## config.mk

```make
export PLATFORM = sky130hd
export DESIGN_NAME = multi_key_led_ctrl
export DESIGN_NICKNAME = d
export VERILOG_FILES = /design/src/rtl/key_pkg.sv /design/src/rtl/key_debounce_ch.sv /design/src/rtl/multi_key_led_ctrl.sv
export SDC_FILE = /design/constraint.sdc
export NUM_CORES = 1
export LEC_CHECK = 0
export ABC_AREA = 1
export CAP_MARGIN = 20
export CORE_MARGIN = 1
export CORE_UTILIZATION = 35
export DETAILED_ROUTE_END_ITERATION = 10
export SKIP_LAST_GASP = 1
export SYNTH_ARGS = -nofsm -noshare
export SYNTH_HDL_FRONTEND = slang
export SYNTH_SLANG_ARGS = --single-unit
```

## constraint.sdc

```tcl
create_clock -name clk -period 1.6 [get_ports clk]
set_input_delay 0.4 -clock clk [delete_from_list [all_inputs] [get_ports clk]]
set_output_delay 0.4 -clock clk [all_outputs]
set_load 0.05 [all_outputs]
```

## src/rtl/key_pkg.sv

```systemverilog
// Shared types and default timing constants for the multi-key LED controller.
package key_pkg;

    typedef enum logic [1:0] {
        IDLE       = 2'd0,
        PRESS_FILT = 2'd1,
        DOWN       = 2'd2,
        REL_FILT   = 2'd3
    } key_fsm_e;

    localparam int unsigned DEF_DB_CNT   = 32'd1_000_000;
    localparam int unsigned DEF_LONG_CNT = 32'd50_000_000;

endpackage

```

## src/rtl/key_debounce_ch.sv

```systemverilog
// One key channel: 2-flop synchroniser, debounce FSM and long-press hold counter.
module key_debounce_ch
    import key_pkg::*;
#(
    parameter int unsigned DB_CNT   = DEF_DB_CNT,
    parameter int unsigned LONG_CNT = DEF_LONG_CNT
) (
    input  logic clk,
    input  logic rst,
    input  logic key_in,
    output logic key_flag,
    output logic key_state,
    output logic long_flag,
    output logic toggle_req
);

    localparam int unsigned DB_W   = $clog2(DB_CNT);
    localparam int unsigned LONG_W = $clog2(LONG_CNT);
    // The FSM state itself supplies one stable sample, so the filter counter stops at DB_CNT-2.
    localparam logic [DB_W-1:0]   DB_LAST   = DB_W'(DB_CNT - 2);
    localparam logic [LONG_W-1:0] LONG_LAST = LONG_W'(LONG_CNT - 1);

    logic              sync1_r, sync2_r;
    key_fsm_e          state_r, state_s;
    logic [DB_W-1:0]   db_cnt_r, db_cnt_s;
    logic [LONG_W-1:0] hold_r, hold_s;
    logic              key_flag_r, key_flag_s;
    logic              key_state_r, key_state_s;
    logic              long_flag_r, long_flag_s;
    logic              run_hold_s;
    logic              toggle_s;

    // Next-state, counter and flag decisions for the channel FSM.
    always_comb begin
        state_s     = state_r;
        db_cnt_s    = db_cnt_r;
        hold_s      = hold_r;
        key_flag_s  = 1'b0;
        key_state_s = key_state_r;
        long_flag_s = 1'b0;
        run_hold_s  = 1'b0;
        toggle_s    = 1'b0;
        case (state_r)
            IDLE: begin
                if (!sync2_r) begin
                    state_s  = PRESS_FILT;
                    db_cnt_s = '0;
                end else begin
                    state_s = IDLE;
                end
            end
            PRESS_FILT: begin
                if (sync2_r) begin
                    state_s = IDLE;
                end else if (db_cnt_r == DB_LAST) begin
                    state_s     = DOWN;
                    key_state_s = 1'b0;
                    key_flag_s  = 1'b1;
                    hold_s      = '0;
                end else begin
                    db_cnt_s = db_cnt_r + DB_W'(1);
                end
            end
            DOWN: begin
                run_hold_s = 1'b1;
                if (sync2_r) begin
                    state_s  = REL_FILT;
                    db_cnt_s = '0;
                end else begin
                    state_s = DOWN;
                end
            end
            REL_FILT: begin
                if (!sync2_r) begin
                    state_s    = DOWN;
                    run_hold_s = 1'b1;
                end else if (db_cnt_r == DB_LAST) begin
                    state_s     = IDLE;
                    key_state_s = 1'b1;
                    key_flag_s  = 1'b1;
                    toggle_s    = (hold_r != LONG_LAST);
                end else begin
                    db_cnt_s   = db_cnt_r + DB_W'(1);
                    run_hold_s = 1'b1;
                end
            end
            default: begin
                state_s = IDLE;
            end
        endcase
        // Saturating hold counter; the long pulse fires only on the step into LONG_LAST.
        if (run_hold_s && (hold_r != LONG_LAST)) begin
            hold_s      = hold_r + LONG_W'(1);
            long_flag_s = (hold_s == LONG_LAST);
        end else begin
            long_flag_s = 1'b0;
        end
    end

    // Synchroniser, FSM state, counters and registered flags.
    always_ff @(posedge clk or negedge rst) begin
        if (!rst) begin
            sync1_r     <= 1'b1;
            sync2_r     <= 1'b1;
            state_r     <= IDLE;
            db_cnt_r    <= '0;
            hold_r      <= '0;
            key_flag_r  <= 1'b0;
            key_state_r <= 1'b1;
            long_flag_r <= 1'b0;
        end else begin
            sync1_r     <= key_in;
            sync2_r     <= sync1_r;
            state_r     <= state_s;
            db_cnt_r    <= db_cnt_s;
            hold_r      <= hold_s;
            key_flag_r  <= key_flag_s;
            key_state_r <= key_state_s;
            long_flag_r <= long_flag_s;
        end
    end

    assign key_flag   = key_flag_r;
    assign key_state  = key_state_r;
    assign long_flag  = long_flag_r;
    assign toggle_req = toggle_s;

endmodule

```

## src/rtl/multi_key_led_ctrl.sv

```systemverilog
// N independent debounced keys; a short press toggles its LED, a long press on any key clears all LEDs.
module multi_key_led_ctrl
    import key_pkg::*;
#(
    parameter int unsigned N_KEYS   = 4,
    parameter int unsigned DB_CNT   = DEF_DB_CNT,
    parameter int unsigned LONG_CNT = DEF_LONG_CNT
) (
    input  logic              clk,
    input  logic              rst,
    input  logic [N_KEYS-1:0] key_in,
    output logic [N_KEYS-1:0] key_flag,
    output logic [N_KEYS-1:0] key_state,
    output logic [N_KEYS-1:0] long_flag,
    output logic [N_KEYS-1:0] led
);

    logic [N_KEYS-1:0] toggle_req_s;
    logic [N_KEYS-1:0] led_r, led_s;

    for (genvar i = 0; i < N_KEYS; i++) begin : g_ch
        key_debounce_ch #(
            .DB_CNT   (DB_CNT),
            .LONG_CNT (LONG_CNT)
        ) u_ch (
            .clk        (clk),
            .rst        (rst),
            .key_in     (key_in[i]),
            .key_flag   (key_flag[i]),
            .key_state  (key_state[i]),
            .long_flag  (long_flag[i]),
            .toggle_req (toggle_req_s[i])
        );
    end

    // Clear-all from a registered long pulse takes priority over any toggle in the same cycle.
    always_comb begin
        led_s = led_r;
        if (|long_flag) begin
            led_s = '0;
        end else begin
            led_s = led_r ^ toggle_req_s;
        end
    end

    // LED register.
    always_ff @(posedge clk or negedge rst) begin
        if (!rst) begin
            led_r <= '0;
        end else begin
            led_r <= led_s;
        end
    end

    assign led = led_r;

endmodule
```

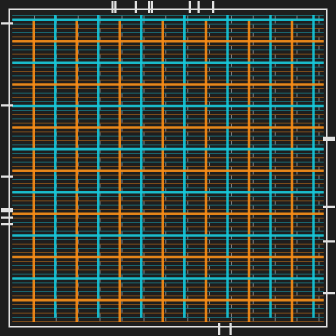
(run_1/pdn.png)
Pins as bars on the die edge. Tap cells in gray.
[cyan] VDD
[orange] VSS
met4 straps: 14
signal pins: 22

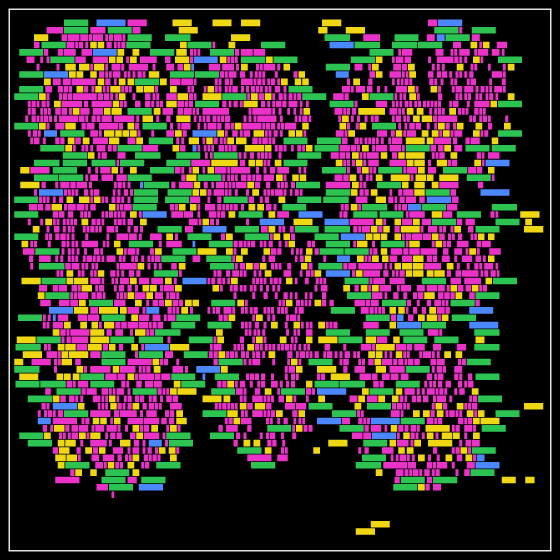
(run_1/cell_classes.png)
[green] flip-flops | cells: 216
[blue] clock drivers and dummy loads | cells: 48
[magenta] all other logic | cells: 1,722
[yellow] other buffers and delay cells | cells: 463

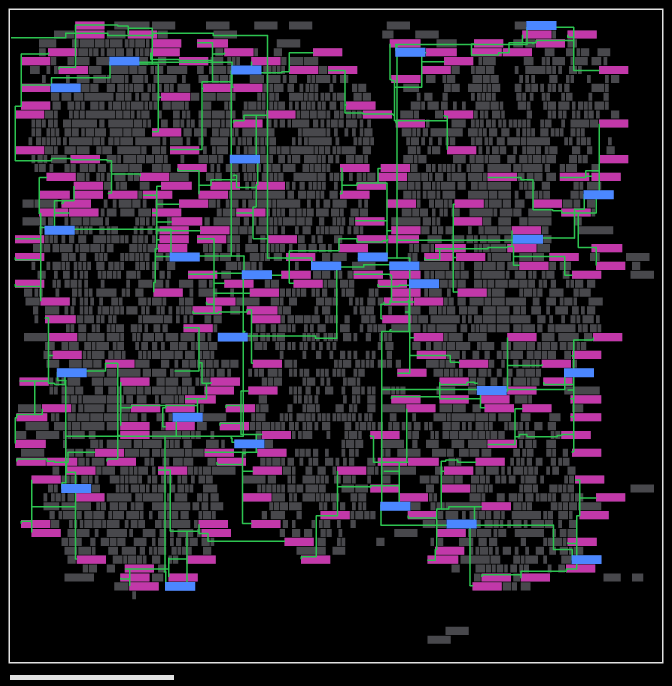
(run_1/clock_map.png)
Scale bar: 50 um.
[green] clock wires | length: 3,360 um
[magenta] flip-flops | count: 216
[blue] cells driving clock nets | count: 26
routed clock nets: 27

-- run 1: Yosys cell counts, drive strengths merged --
| cell | number |
|---|---|
| or2 | 3 |
| nand3 | 178 |
| nor4 | 4 |
| inv | 253 |
| nor2 | 299 |
| o22ai | 37 |
| o21ai | 152 |
| clkbuf | 4 |
| clkinv | 1 |
| nor3 | 44 |
| nand3b | 13 |
| buf | 43 |
| nor3b | 1 |
| o21bai | 2 |
| dfrtp | 204 |
| xnor2 | 6 |
| a21oi | 19 |
| and2 | 1 |
| o211ai | 3 |
| a31o | 1 |
| ha | 16 |
| xor2 | 32 |
| dfstp | 12 |
| nand2 | 579 |
| o31ai | 8 |
| nand4 | 59 |
| o21a | 1 |
| a31oi | 4 |
==> flow_summary.toml, run 1 <==
# flow metrics
[die]
num_io_pins = 22
die_h_um = 199
coreArea_sq_mm = 0.0379
die_w_um = 199
initial_core_util_pct = 35.9

[power]
p_leak_uw = 0.00960
power_uw = 13100
ir_drop_uv = 803
pwr-share-seq_pct = 42.6
pg_comb_uw = 866
p_int_uw = 10100
seq_cell_power_uw = 5580

[worst_setup_path]
rr_worst_depth = 12
critPathCaptureType = "flip-flop"
cp_max_fo = 7
crit_chain = "inv_2 -> ha_4 -> nand2_2 -> nor2_2 -> nand3_2 -> nor2_4 -> nand2_2 -> nor2_4 -> nor2_4 -> buf_12 -> o211ai_1 -> o21ai_2"
worstSetupPathType = "flip-flop to flip-flop"
worst-path-stages = 12
cpMostUsedCell = "nor2_4"
max_stage_delay_ns = 0.39

[drt]
wl_met3_um = 1750
finalWirelength_um = 41900
drc_errors = 0
viasPerCell = 4.95
wl_met2_um = 20900

[logic_synthesis]
synthXorXnorAreaFrac_pct = 2.44
top_area_cell = "dfrtp_1"
ys_cells = 1979
top_cells_by_area = "dfrtp_1 (37%), nand2_1 (15%), nor2_1 (7.7%), inv_1 (6.8%), nand3_1 (6.5%)"
synth_warnings = 0
ys_seq_elements = 216

[layout]
largest_register_ffs = 104
logic_area_sq_mm = 0.00894
stdcell_area_sq_mm = 0.0213
comb_cells = 1465
synthToLayoutAreaGrowth_pct = 56.8
nonClkBufAreaFrac_pct = 20.2

[sta]
slew_violations = 0
setup_violations = 159
fin_ws_ns = -0.221
worstMarginPinSlew_ns = 0.529
fin_skew_ns = 0.00869
post-route-period-util_pct = 114
fin_hold_ws_ns = 0.265

[job]
drv_cap = 0

[global_route]
met3_usage_pct = 2.58

[worst_hold_path]
hold_path_class = "input pin to flip-flop"

[clock_tree]
clkTransAtPathRegs_ns = 0.06
h-tree-depth = 1
cts_resized = 260

[run_status]
status = "finished with violations"
violations = "setup timing"

[place]
gp_congestion = 0.927
dp_cells = 2821
==> run_1/final_congestion.png <==
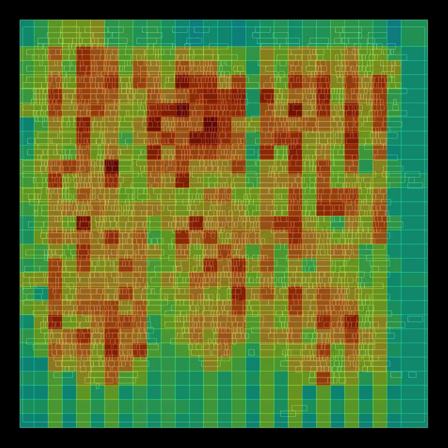

## Run 2: what changed since run 1
clock period = 2.1 ns   (was 1.6 ns; I/O delays follow)
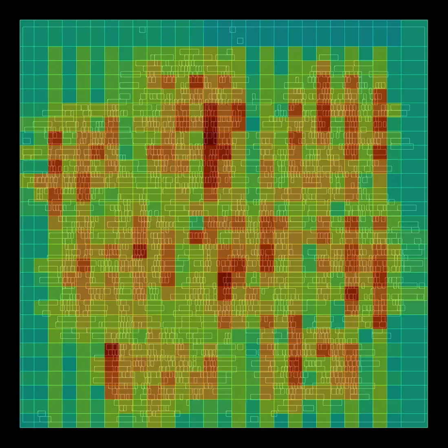
(run_2/final_congestion.png)
Overall Global Routing Usage: 17.5%
final core occ: 40.9%
GR peak layer: met2

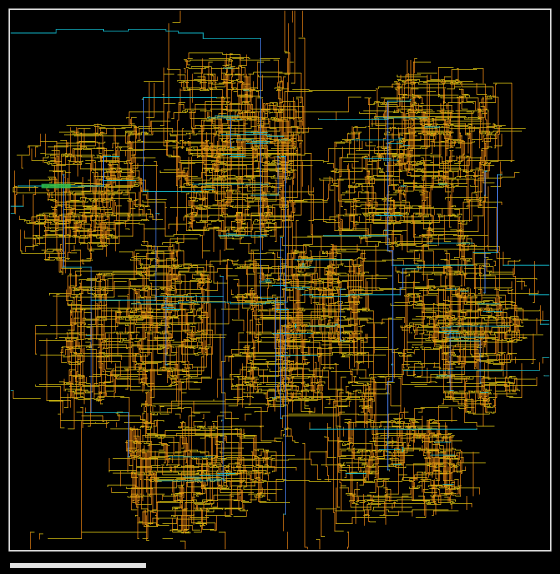
(run_2/metal_stack.png)
Scale bar: 50 um.
[cyan] met3 | wire length: 1,210 um
[blue] met4 | wire length: 906 um
[yellow] met1 | wire length: 16,400 um
[green] met5 | wire length: 9.20 um
[orange] met2 | wire length: 15,400 um

==> flow_summary.toml, run 2 <==
# flow metrics
[logic_synthesis]
ys_cells = 1979
yosys-top-cells-count = "nand2_1 (560), nor2_1 (278), inv_1 (248), dfrtp_1 (204), nand3_1 (177)"
top_cells_by_area = "dfrtp_1 (37%), nand2_1 (15%), nor2_1 (7.7%), inv_1 (6.8%), nand3_1 (6.5%)"
ys_seq_elements = 216
synth-edff-count = 0
synthArstFlopShare_pct = 100
synth_warnings = 0
yosysMostFrequentCell = "nand2_1"

[power]
p_int_uw = 7380
pg_comb_uw = 299
power_uw = 9490
p_leak_uw = 0.00665
ir_drop_uv = 462
pwr-share-seq_pct = 44.7

[drt]
finalWirelength_um = 34000
drc_errors = 0
wl_met3_um = 1210
wl_met2_um = 15400
viasPerCell = 4.94

[sta]
post-route-period-util_pct = 94.9
setup_violations = 0
fin_skew_ns = 0.0172
slew_violations = 0
fin_hold_ws_ns = 0.356
worstMarginPinSlew_ns = 0.662
fin_ws_ns = 0.107

[layout]
synthToLayoutAreaGrowth_pct = 14.0
stdcell_area_sq_mm = 0.0155
largest_register_ffs = 104

[worst_setup_path]
rr_worst_depth = 10
crit_chain = "ha_1 -> nand2_2 -> nor2_4 -> nand3_2 -> nor2_1 -> nor2_1 -> nand2_4 -> clkinvlp_2 -> nand2_1 -> o21ai_1"
max_stage_delay_ns = 0.41
cpMostUsedCell = "nor2_1"
worst-path-stages = 10
worstSetupPathType = "flip-flop to flip-flop"

[clock_tree]
cts_resized = 4
clkTransAtPathRegs_ns = 0.06
h-tree-depth = 1

[die]
initial_core_util_pct = 35.9
coreArea_sq_mm = 0.0379
die_h_um = 199
die_w_um = 199
num_io_pins = 22

[place]
gp_congestion = 0.901
dp_cells = 2501

[global_route]
met3_usage_pct = 2.41

[run_status]
status = "finished, final reports clean"

[worst_hold_path]
hold_path_class = "flip-flop to flip-flop"
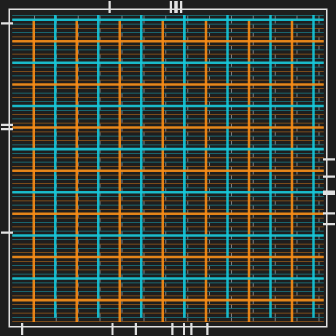
(run_2/pdn.png)
Pins as bars on the die edge. Tap cells in gray.
[cyan] VDD
[orange] VSS
rows: 71
signal pins: 22
met5 straps: 14
tap cells: 511
met4 straps: 14

-- run 2: netlist changes by cell type in the layout (fill, tap and decap cells not counted), moves of 31 or more --
cell	change
o21ai_0	+56
o22ai_1	+33
nand2_4	-33
buf_6	-55
buf_4	-308
nor2_1	+68
nand2_2	-45
nand2_1	+84
nor2_2	-38
buf_12	-31
o21ai_2	-37
nand3_1	+36
-- run 2: final cells by class --
class | instances | area (sq um) | share of cell area [%]
Tap cell | 511 | 639 | 4.12
Clock inverter | 12 | 165 | 1.06
Sequential cell | 216 | 5420 | 34.9
Timing Repair Buffer | 61 | 571 | 3.68
Clock buffer | 37 | 783 | 5.05
Inverter | 254 | 970 | 6.25
Multi-Input combinational cell | 1462 | 6970 | 44.9
Timing Repair inverter | 1 | 5.00 | 0.0322
## Run 3: what changed since run 2
CELL_PAD_IN_SITES_DETAIL_PLACEMENT = 1   (was unset)
CELL_PAD_IN_SITES_GLOBAL_PLACEMENT = 1   (was unset)
CORE_UTILIZATION = 40   (was 35)
PLACE_DENSITY = 0.76   (was unset)
==> flow_summary.toml, run 3 <==
# flow metrics
[run_status]
status = "finished, final reports clean"

[clock_tree]
cts_sinks = 216
cts_buffers = 26
cts_tree = "done"
h-tree-depth = 1
clkTransAtPathRegs_ns = 0.06
clockBufferDepth = 3

[worst_setup_path]
arrival_ns = 1.47
cpMaxStageDelayCell = "dlygate4sd2_1"
cp_num_buf_inv = 1
max_stage_delay_ns = 0.54
worst-path-stages = 1
startpoint_type = "flip-flop"
rr_endpoint = "g_ch[0].u_ch.long_flag"
worstSetupPathType = "flip-flop to primary output"
crit_chain = "dlygate4sd2_1"
rr_worst_depth = 11
cp-startpoint = "led[3]"

[die]
initial_core_util_pct = 40.6
coreArea_sq_mm = 0.0335
die_w_um = 186
num_io_pins = 22
die_h_um = 186
dieArea_sq_mm = 0.0348

[drt]
finalWirelength_um = 40100
wl_met3_um = 958
wl_met2_um = 20100
viasPerCell = 5.21
dr.pass1.iters = 5
vias = 13200
dr.first_iter.drc_count = 457
drt.antenna.violating_nets = 0
drc_errors = 0

[global_route]
met3_usage_pct = 2.92
grt_usage_pct = 23.3
antenna_found_initial = 0
grt_overflow_total = 0
grt_pass1_vias = 13900
busiest_layer = "met2"
use_met1_pct = 29.6

[sta]
worstMarginPinSlew_ns = 0.634
fmax_ghz = 0.501
setup_violations = 0
slew_violations = 0
slew_headroom_pct = 57.4
fin_hold_ws_ns = 0.364
post-route-period-util_pct = 95.1
fin_ws_ns = 0.103

[logic_synthesis]
synthXorXnorAreaFrac_pct = 2.44
simple_gate_share_pct = 37.4
top_cells_by_area = "dfrtp_1 (37%), nand2_1 (15%), nor2_1 (7.7%), inv_1 (6.8%), nand3_1 (6.5%)"
ys_cells = 1979
syn_inst = 1979
synth-edff-count = 0
ys_seq_elements = 216
synthDistinctLibCells = 42
yosys-top-cells-count = "nand2_1 (560), nor2_1 (278), inv_1 (248), dfrtp_1 (204), nand3_1 (177)"
ys_sh_mux_pct = 0
ys_sh_aoi_pct = 9.45
ys_top_logic_family = "simple AND/OR/NAND/NOR gates"
fp_nets = 2001
synth_warnings = 0
flop_cell = "dfrtp_1"
syn_area_sq_mm = 0.0136
synthArstFlopShare_pct = 100
yosysMostFrequentCell = "nand2_1"

[worst_hold_path]
whs_endpoint = "g_ch[2].u_ch.sync2_r"
min_path_cells = 0
hold_path_class = "flip-flop to flip-flop"

[place]
gp_congestion = 0.885
dp_cells = 2465
port_buffers = 21
dp_slack_ns = -0.126

[job]
warning_count = 35

[layout]
largest_register_ffs = 104
fin_util_pct = 46.9
diodes = 0
synthToLayoutAreaGrowth_pct = 15.6
most-common-layout-cells = "nand2_1 (558), nor2_1 (270), inv_1 (245)"
nets = 2080
stdcell_area_sq_mm = 0.0157
drive_gt1_share_pct = 11.1

[power]
power_density_mw_per_mm2 = 610
p_leak_uw = 0.00684
power_uw = 9610
ir_drop_uv = 582
## run 3: area by class of cell
cell class | count | area, sq um | area share, %
clock inverters | 13 | 193 | 1.22
repair buffers | 97 | 836 | 5.31
flip-flops and latches | 216 | 5420 | 34.4
repair inverters | 1 | 7.51 | 0.0477
multi-input cells | 1462 | 6980 | 44.3
clock buffers | 35 | 766 | 4.86
inverters | 254 | 978 | 6.22
well taps | 448 | 561 | 3.56
## run 3: repair_timing
action,CTS,global route
hold buffers,1,0
endpoints found under the hold margin,31,0
pin swaps,0,6
endpoints found under the setup margin,20,63
setup buffers,0,11
gates cloned,0,1
gates resized,8,26
## run 3: report_power, final
part	internal (uW)	leakage [uW]	switching, uW	total, uW
combinational	97.3	0.00341	232	329
sequential	4210	0.00296	36.2	4250
clock	3160	0.000476	1870	5030
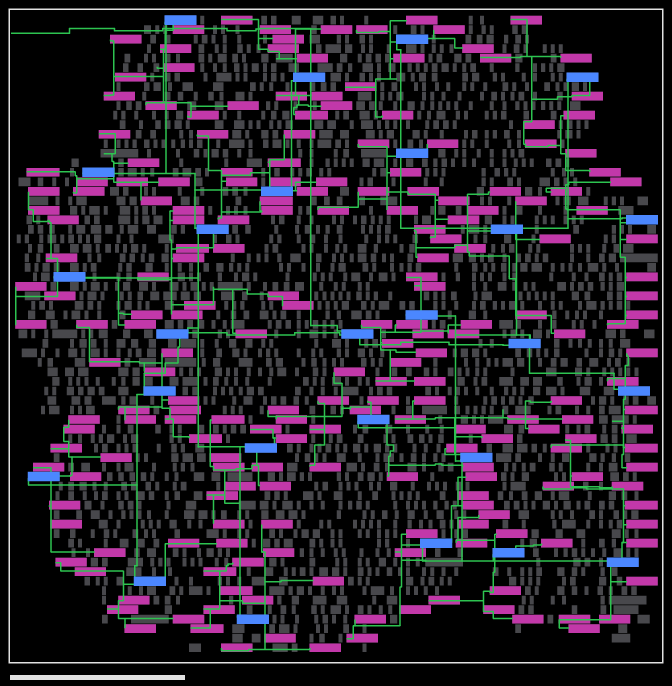
(run_3/clock_map.png)
Scale bar: 50 um.
Clock Latency Late Sink: 0.55 ns
Clock Skew: 0.0115 ns

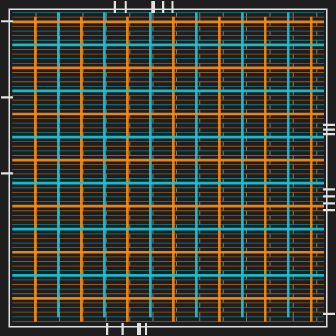
(run_3/pdn.png)
Pins as bars on the die edge. Tap cells in gray.
[orange] VSS
[cyan] VDD
rows: 67
met5 straps: 13

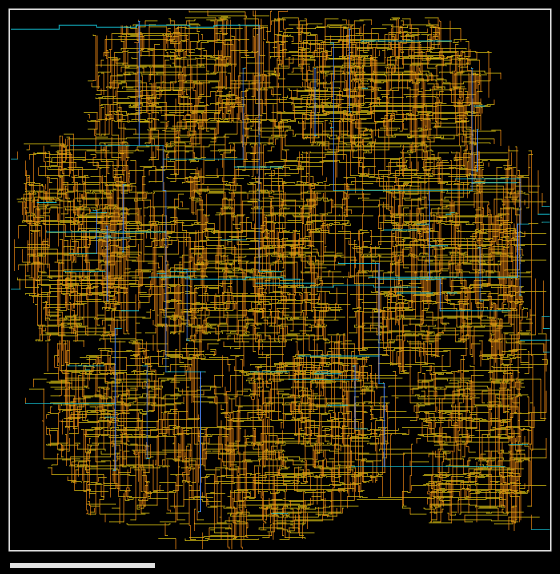
(run_3/metal_stack.png)
Scale bar: 50 um.
[cyan] met3 | wire length: 958 um
[blue] met4 | wire length: 825 um
[orange] met2 | wire length: 20.1 mm
[yellow] met1 | wire length: 18,200 um

No activity file was given, so power comes from the tool's default toggle rates.
